==> run_1/congestion.png <==
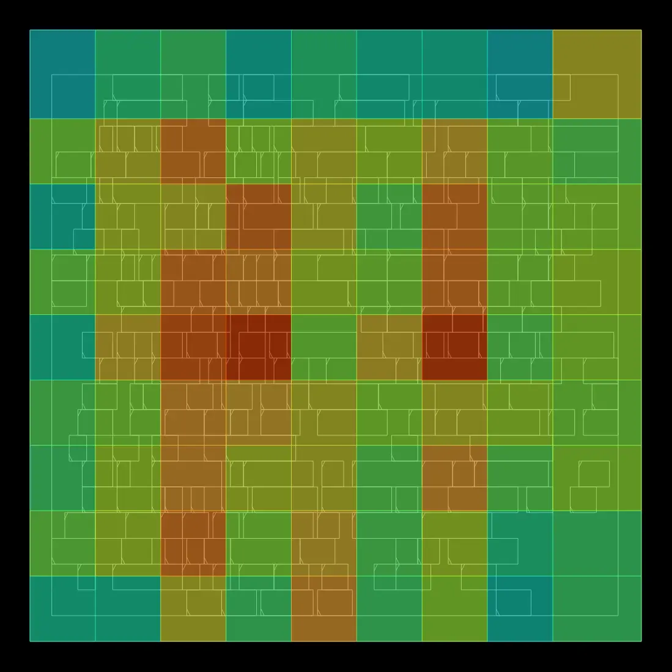
==> run_1/logic_types.png <==
(6 px per µm)
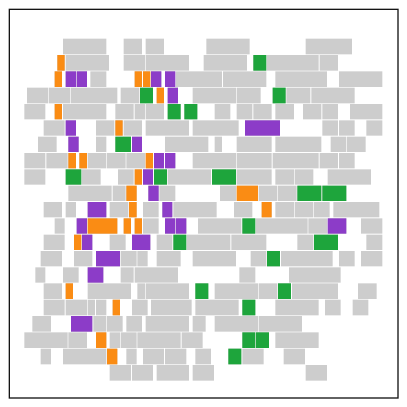
==> run_1/layer_met3.png <==
(8 px per µm)
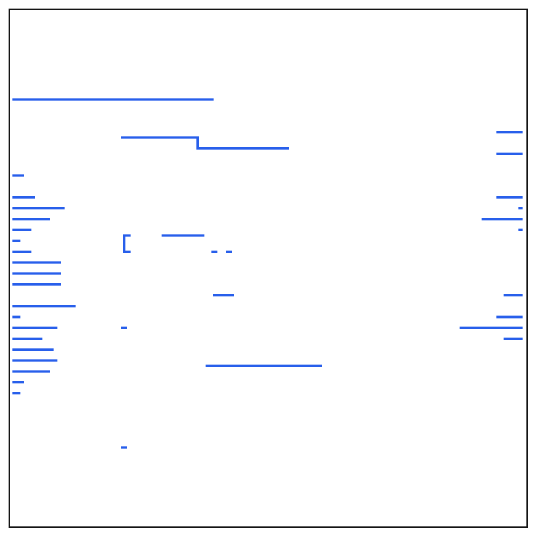
==> src/rtl/ctrl_pkg.sv <==
// Shared encodings for the pipelined RV32I control slice: opcodes, ALUOp codes
// and the control bundle that travels down the stage registers.
package ctrl_pkg;

  localparam logic [6:0] OP_R      = 7'b0110011;
  localparam logic [6:0] OP_I      = 7'b0010011;
  localparam logic [6:0] OP_LOAD   = 7'b0000011;
  localparam logic [6:0] OP_STORE  = 7'b0100011;
  localparam logic [6:0] OP_BRANCH = 7'b1100011;

  localparam logic [1:0] ALU_ADD = 2'b00;
  localparam logic [1:0] ALU_BR  = 2'b01;
  localparam logic [1:0] ALU_R   = 2'b10;
  localparam logic [1:0] ALU_I   = 2'b11;

  typedef struct packed {
    logic       branch;
    logic       memread;
    logic       memtoreg;
    logic [1:0] aluop;
    logic       memwrite;
    logic       alusrc;
    logic       regwrite;
  } ctrl_t;

  localparam ctrl_t CTRL_BUBBLE = '0;

endpackage

==> src/rtl/hazard_fwd_unit.sv <==
// Combinational hazard detection (load-use, and RAW when forwarding is off)
// plus EX operand forwarding selects.
module hazard_fwd_unit #(
  parameter int RA_W   = 5,
  parameter int FWD_EN = 1
) (
  input  logic            i_flush,
  input  logic            i_use_rs1,
  input  logic            i_use_rs2,
  input  logic [RA_W-1:0] i_id_rs1,
  input  logic [RA_W-1:0] i_id_rs2,
  input  logic            i_ex_memread,
  input  logic            i_ex_regwrite,
  input  logic [RA_W-1:0] i_ex_rs1,
  input  logic [RA_W-1:0] i_ex_rs2,
  input  logic [RA_W-1:0] i_ex_rd,
  input  logic            i_mem_regwrite,
  input  logic [RA_W-1:0] i_mem_rd,
  input  logic            i_wb_regwrite,
  input  logic [RA_W-1:0] i_wb_rd,
  output logic            o_stall,
  output logic [1:0]      o_fwd_a,
  output logic [1:0]      o_fwd_b
);

  logic w_ex_hit;
  logic w_mem_hit;
  logic w_load_use;
  logic w_raw;

  assign w_ex_hit  = (i_ex_rd != '0) &&
                     ((i_use_rs1 && (i_ex_rd == i_id_rs1)) ||
                      (i_use_rs2 && (i_ex_rd == i_id_rs2)));
  assign w_mem_hit = (i_mem_rd != '0) &&
                     ((i_use_rs1 && (i_mem_rd == i_id_rs1)) ||
                      (i_use_rs2 && (i_mem_rd == i_id_rs2)));

  assign w_load_use = i_ex_memread && w_ex_hit;
  assign w_raw      = (FWD_EN == 0) &&
                      ((i_ex_regwrite && w_ex_hit) || (i_mem_regwrite && w_mem_hit));

  // A flushed ID instruction is on the wrong path, so it never holds the PC.
  assign o_stall = !i_flush && (w_load_use || w_raw);

  always_comb begin
    o_fwd_a = 2'b00;
    o_fwd_b = 2'b00;
    if (FWD_EN != 0) begin
      if (i_mem_regwrite && (i_mem_rd != '0) && (i_mem_rd == i_ex_rs1))
        o_fwd_a = 2'b10;
      else if (i_wb_regwrite && (i_wb_rd != '0) && (i_wb_rd == i_ex_rs1))
        o_fwd_a = 2'b01;
      if (i_mem_regwrite && (i_mem_rd != '0) && (i_mem_rd == i_ex_rs2))
        o_fwd_b = 2'b10;
      else if (i_wb_regwrite && (i_wb_rd != '0) && (i_wb_rd == i_ex_rs2))
        o_fwd_b = 2'b01;
    end
  end

endmodule

==> src/rtl/pipe_control.sv <==
// Pipelined control: decodes the opcode in ID and carries the control bundle
// through ID/EX, EX/MEM and MEM/WB, with stall/bubble and forwarding selects.
module pipe_control
  import ctrl_pkg::*;
#(
  parameter int OP_W    = 7,
  parameter int RA_W    = 5,
  parameter int FWD_EN  = 1,
  parameter int ALUOP_W = 2
) (
  input  logic               clk_i,
  input  logic               rst_i,
  input  logic [OP_W-1:0]    Op_i,
  input  logic [RA_W-1:0]    rs1_i,
  input  logic [RA_W-1:0]    rs2_i,
  input  logic [RA_W-1:0]    rd_i,
  input  logic               flush_i,
  output logic               stall_o,
  output logic               illegal_o,
  output logic [ALUOP_W-1:0] ex_ALUOp_o,
  output logic               ex_ALUSrc_o,
  output logic               ex_Branch_o,
  output logic               mem_MemWrite_o,
  output logic               mem_MemRead_o,
  output logic               wb_RegWrite_o,
  output logic               wb_MemtoReg_o,
  output logic [RA_W-1:0]    wb_rd_o,
  output logic [1:0]         fwdA_o,
  output logic [1:0]         fwdB_o
);

  ctrl_t           w_dec;
  logic            w_illegal;
  logic            w_use_rs1;
  logic            w_use_rs2;
  logic            w_stall;
  logic            w_bubble;

  ctrl_t           r_ex_ctrl;
  logic [RA_W-1:0] r_ex_rs1;
  logic [RA_W-1:0] r_ex_rs2;
  logic [RA_W-1:0] r_ex_rd;

  logic            r_mem_memread;
  logic            r_mem_memwrite;
  logic            r_mem_memtoreg;
  logic            r_mem_regwrite;
  logic [RA_W-1:0] r_mem_rd;

  logic            r_wb_regwrite;
  logic            r_wb_memtoreg;
  logic [RA_W-1:0] r_wb_rd;

  // Unknown opcodes fall to the default arm, so they can never raise an enable.
  always_comb begin
    w_dec     = CTRL_BUBBLE;
    w_illegal = 1'b0;
    w_use_rs1 = 1'b1;
    w_use_rs2 = 1'b0;
    case (Op_i)
      OP_R:      begin w_dec = '{1'b0, 1'b0, 1'b0, ALU_R,   1'b0, 1'b0, 1'b1}; w_use_rs2 = 1'b1; end
      OP_I:      begin w_dec = '{1'b0, 1'b0, 1'b0, ALU_I,   1'b0, 1'b1, 1'b1}; end
      OP_LOAD:   begin w_dec = '{1'b0, 1'b1, 1'b1, ALU_ADD, 1'b0, 1'b1, 1'b1}; end
      OP_STORE:  begin w_dec = '{1'b0, 1'b0, 1'b0, ALU_ADD, 1'b1, 1'b1, 1'b0}; w_use_rs2 = 1'b1; end
      OP_BRANCH: begin w_dec = '{1'b1, 1'b0, 1'b0, ALU_BR,  1'b0, 1'b0, 1'b0}; w_use_rs2 = 1'b1; end
      default:   begin w_illegal = 1'b1; w_use_rs1 = 1'b0; end
    endcase
    if (rd_i == '0)
      w_dec.regwrite = 1'b0;
  end

  hazard_fwd_unit #(
    .RA_W   (RA_W),
    .FWD_EN (FWD_EN)
  ) u_hazard (
    .i_flush        (flush_i),
    .i_use_rs1      (w_use_rs1),
    .i_use_rs2      (w_use_rs2),
    .i_id_rs1       (rs1_i),
    .i_id_rs2       (rs2_i),
    .i_ex_memread   (r_ex_ctrl.memread),
    .i_ex_regwrite  (r_ex_ctrl.regwrite),
    .i_ex_rs1       (r_ex_rs1),
    .i_ex_rs2       (r_ex_rs2),
    .i_ex_rd        (r_ex_rd),
    .i_mem_regwrite (r_mem_regwrite),
    .i_mem_rd       (r_mem_rd),
    .i_wb_regwrite  (r_wb_regwrite),
    .i_wb_rd        (r_wb_rd),
    .o_stall        (w_stall),
    .o_fwd_a        (fwdA_o),
    .o_fwd_b        (fwdB_o)
  );

  assign w_bubble = flush_i || w_stall;

  always_ff @(posedge clk_i) begin
    if (!rst_i || w_bubble) begin
      r_ex_ctrl <= CTRL_BUBBLE;
      r_ex_rs1  <= '0;
      r_ex_rs2  <= '0;
      r_ex_rd   <= '0;
    end else begin
      r_ex_ctrl <= w_dec;
      r_ex_rs1  <= rs1_i;
      r_ex_rs2  <= rs2_i;
      r_ex_rd   <= rd_i;
    end
  end

  // EX/MEM and MEM/WB always advance; only ID/EX is replaced by a bubble.
  always_ff @(posedge clk_i) begin
    if (!rst_i) begin
      r_mem_memread  <= 1'b0;
      r_mem_memwrite <= 1'b0;
      r_mem_memtoreg <= 1'b0;
      r_mem_regwrite <= 1'b0;
      r_mem_rd       <= '0;
      r_wb_regwrite  <= 1'b0;
      r_wb_memtoreg  <= 1'b0;
      r_wb_rd        <= '0;
    end else begin
      r_mem_memread  <= r_ex_ctrl.memread;
      r_mem_memwrite <= r_ex_ctrl.memwrite;
      r_mem_memtoreg <= r_ex_ctrl.memtoreg;
      r_mem_regwrite <= r_ex_ctrl.regwrite;
      r_mem_rd       <= r_ex_rd;
      r_wb_regwrite  <= r_mem_regwrite;
      r_wb_memtoreg  <= r_mem_memtoreg;
      r_wb_rd        <= r_mem_rd;
    end
  end

  assign stall_o        = w_stall;
  assign illegal_o      = w_illegal;
  assign ex_ALUOp_o     = r_ex_ctrl.aluop;
  assign ex_ALUSrc_o    = r_ex_ctrl.alusrc;
  assign ex_Branch_o    = r_ex_ctrl.branch;
  assign mem_MemWrite_o = r_mem_memwrite;
  assign mem_MemRead_o  = r_mem_memread;
  assign wb_RegWrite_o  = r_wb_regwrite;
  assign wb_MemtoReg_o  = r_wb_memtoreg;
  assign wb_rd_o        = r_wb_rd;

endmodule

==> config.mk <==
export PLATFORM = sky130hd
export DESIGN_NAME = pipe_control
export DESIGN_NICKNAME = d
export VERILOG_FILES = /design/src/rtl/ctrl_pkg.sv /design/src/rtl/hazard_fwd_unit.sv /design/src/rtl/pipe_control.sv
export SDC_FILE = /design/constraint.sdc
export NUM_CORES = 1
export LEC_CHECK = 0
export CAP_MARGIN = 40
export CORE_MARGIN = 2
export CORE_UTILIZATION = 42
export DETAILED_ROUTE_END_ITERATION = 16
export GPL_ROUTABILITY_DRIVEN = 0
export PLACE_DENSITY = 0.72
export SYNTH_ARGS = -nofsm -noshare
export SYNTH_HDL_FRONTEND = slang
export SYNTH_SLANG_ARGS = --single-unit
==> constraint.sdc <==
create_clock -name clk_i -period 2.1 [get_ports clk_i]
set_input_delay 0.525 -clock clk_i [delete_from_list [all_inputs] [get_ports clk_i]]
set_output_delay 0.525 -clock clk_i [all_outputs]
set_load 0.05 [all_outputs]
==> flow_summary_export.csv, run 1 <==
group,metric,value,unit
routing,dr.first_iter.drc_count,48,
placement,dp.cells,260,
cells_and_area,layoutNonFillerInstCount,275,
logic_synthesis,synthSimpleGateAreaFrac,0.222,
global_route,first_global_vias,1365,
flow_run,warnings,29,
power,internal_power,932,µW
routing,wl_met1,1510,µm
setup_path,crit_end,"fwdA_o[0]",
setup_path,path_cells,"or4_4 -> o21ai_4 -> nor4_4 -> nor4_4 -> buf_12",
run_status,status,"finished, violations left",
cells_and_area,lay_top_count,"dfxtp_1",
cells_and_area,sh_comb_area,0.368,
setup_path,cp.buffers_inverters,1,
setup_path,critical_path_depth,5,
run_status,violations,"negative setup slack",
power,p_sw_frac,0.255,
cells_and_area,comb_area,890,µm²
cts,clock-root-buffer,"clkbuf_4",
routing,drt_wl_total,3680,µm
floorplan,core-area,3420,µm²
routing,postRouteAntennaNets,0,
cts,clkSlewWorstSetupHoldPaths,0.11,ns
global_route,grt_antenna_before_repair,0,
placement,pre_cts_slack,-0.579,ns
power,p_seq,730,µW
cells_and_area,bufAreaShareNonClock,0.270,
cells_and_area,seq_area,764,µm²
cells_and_area,seq_share,0.316,
cells_and_area,inverters,1,
routing,dr.pass1.iters,4,
logic_synthesis,ys_area,1540,µm²
logic_synthesis,avgSynthCellArea,9.51,µm²
setup_path,required,1.57,ns
floorplan,pin_count,44,
global_route,grt_pass1_wl,6090,µm
setup_path,critPathCaptureType,"output port",
power,pg_clk,348,µW
cts,numClockSinks,37,
placement,hpwl,2900,µm
logic_synthesis,top_cell,"dfxtp_1",
power,p_comb,173,µW
sta,setup_slack,-0.386,ns
logic_synthesis,synthFlopType,"dfxtp_1",
sta,fin_hold_ws,0.421,ns
cells_and_area,final_nets,253,
floorplan,fp-utilization,0.451,
power,leakagePower,0.00105,µW
worst_hold_path,hold_class,"primary input to register",
logic_synthesis,fp_nets,187,
worst_hold_path,min_to,"r_ex_rs2[1]",
setup_path,cp_slowest_cell,"or4_4",
sta,rsz0062_at_grt,"true",
setup_path,crit_type,"register to output port",
cts,postCtsSetupBuffers,5,
power,power_density,517,nW/µm²
global_route,grt_max_degree,23,
worst_hold_path,hp-start,"rs2_i[1]",
cts,cts_buffers,5,
cts,clkLatencyLatePin,0.33,ns
setup_path,cp_max_fo,2,
logic_synthesis,yosys.area.top_type,"dfxtp_1",
sta,setup_viol,5,
global_route,use_met1,0.219,
setup_path,crit_family,"simple AND/OR/NAND/NOR gates",
setup_path,cp-startpoint,"r_mem_rd[2]",
global_route,use_met3,0.0434,
cells_and_area,drive_above_1_share,0.332,
logic_synthesis,compound_area_frac,0.0894,
setup_path,timing.rr.start,"r_ex_rd[1]",
power,combPwrFrac,0.138,
floorplan,die_area,4170,µm²
logic_synthesis,yosysWarnings,0,
logic_synthesis,synthCells,162,
sta,fmax,402,MHz
cells_and_area,utilization,0.708,
cts,cts_tree,"done",
cells_and_area,n_all_buffers,68,
power,sequentialPowerShare,0.583,
routing,wl_met3,171,µm
sta,finClkSkew,0.00825,ns
logic_synthesis,synthTopCellsByArea,"dfxtp_1, xor2_1, and2_1",
logic_synthesis,xor_area_frac,0.171,
floorplan,nWellTaps,46,
global_route,grt.busiest_layer,"met2",
setup_path,start_kind,"register",
sta,worstMarginPinSlew,0.505,ns
cells_and_area,nClkBuffers,6,
## Picture notes: congestion.png
DR WL/cell: 13.4 µm
grt met2 use: 0.346

## Picture notes: logic_types.png
- orange: NAND gates (cells 23)
- purple: inverting AOI/OAI gates (cells 24)
- green: AND and OR gates (cells 21)

## Picture notes: layer_met3.png
- wire length on this layer: 172 µm
- longest straight run: 24.8 µm
- share of all routed wire: 4.7%
- main direction: horizontal
- nets with wire on the layer: 35

--- run 2 (diff from run 1) ---
--- a/config.mk
+++ b/config.mk
@@ -5,7 +5,6 @@
 export SDC_FILE = /design/constraint.sdc
 export NUM_CORES = 1
 export LEC_CHECK = 0
-export CAP_MARGIN = 40
 export CORE_MARGIN = 2
 export CORE_UTILIZATION = 42
 export DETAILED_ROUTE_END_ITERATION = 16
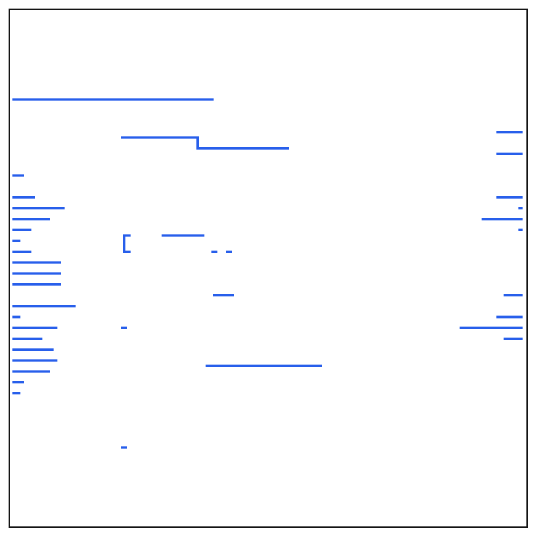
(run_2/layer_met3.png)
(8 px per µm)
- longest straight run: 24.8 µm
- wire length on this layer: 172 µm
- nets with wire on the layer: 35
- main direction: horizontal

==> flow_summary_export.csv, run 2 <==
group,metric,value,unit
cells_and_area,inverters,1,
setup_path,path_cells,"or4_4 -> o21ai_4 -> nor4_4 -> nor4_4 -> buf_12",
logic_synthesis,yosys.area.top_type,"dfxtp_1",
cells_and_area,sh_comb_area,0.368,
flow_run,warnings,29,
sta,fin_hold_ws,0.421,ns
global_route,grt_pass1_wl,6090,µm
power,combPwrFrac,0.138,
sta,relSlewSlack,0.662,
floorplan,nWellTaps,46,
global_route,use_met3,0.0434,
setup_path,start_kind,"register",
cts,clkSlewWorstSetupHoldPaths,0.11,ns
setup_path,crit_type,"register to output port",
global_route,grt_antenna_before_repair,0,
cts,numClockSinks,37,
cts,cts_buffers,5,
cells_and_area,n_all_buffers,68,
logic_synthesis,synthCells,162,
floorplan,core-area,3420,µm²
cells_and_area,bufAreaShareNonClock,0.270,
cts,clkLatencyLatePin,0.33,ns
logic_synthesis,yosysWarnings,0,
logic_synthesis,fp_nets,187,
routing,wl_per_cell,13.4,µm
global_route,grt_max_degree,23,
setup_path,cp.buffers_inverters,1,
worst_hold_path,hp-start,"rs2_i[1]",
routing,dr.first_iter.drc_count,48,
power,power_density,517,nW/µm²
cells_and_area,seq_share,0.316,
cells_and_area,layoutNonFillerInstCount,275,
run_status,violations,"negative setup slack",
worst_hold_path,hold_class,"primary input to register",
logic_synthesis,ys_area,1540,µm²
logic_synthesis,xor_area_frac,0.171,
power,sequentialPowerShare,0.583,
setup_path,required,1.57,ns
routing,postRouteAntennaNets,0,
routing,wl_met3,171,µm
power,internal_power,932,µW
placement,hpwl,2900,µm
logic_synthesis,top_cell,"dfxtp_1",
sta,worstMarginPinSlew,0.505,ns
logic_synthesis,avgSynthCellArea,9.51,µm²
sta,setup_slack,-0.386,ns
floorplan,fp-utilization,0.451,
placement,dp.cells,260,
run_status,status,"finished, violations left",
power,p_seq,730,µW
sta,rsz0062_at_grt,"true",
power,p_sw_frac,0.255,
setup_path,crit_end,"fwdA_o[0]",
power,pg_clk,348,µW
floorplan,pin_count,44,
cells_and_area,comb_area,890,µm²
sta,finClkSkew,0.00825,ns
placement,pre_cts_slack,-0.579,ns
cts,cts_tree,"done",
routing,wl_met1,1510,µm
logic_synthesis,synthFlopType,"dfxtp_1",
global_route,use_met1,0.219,
setup_path,critPathCaptureType,"output port",
global_route,first_global_vias,1365,
cts,clock-root-buffer,"clkbuf_4",
global_route,grtUsageMet2,0.346,
power,p_comb,173,µW
setup_path,cp_max_fo,2,
logic_synthesis,compound_area_frac,0.0894,
cts,postCtsSetupBuffers,5,
placement,place_area,2260,µm²
floorplan,die_area,4170,µm²
sta,setup_viol,5,
power,leakagePower,0.00105,µW
cells_and_area,final_nets,253,
logic_synthesis,synth_area,1540,µm²
cells_and_area,nClkBuffers,6,
global_route,grt.busiest_layer,"met2",
cells_and_area,drive_above_1_share,0.332,
routing,drt_wl_total,3680,µm
Power figures rest on the tool's default switching activity, not on a simulated workload.
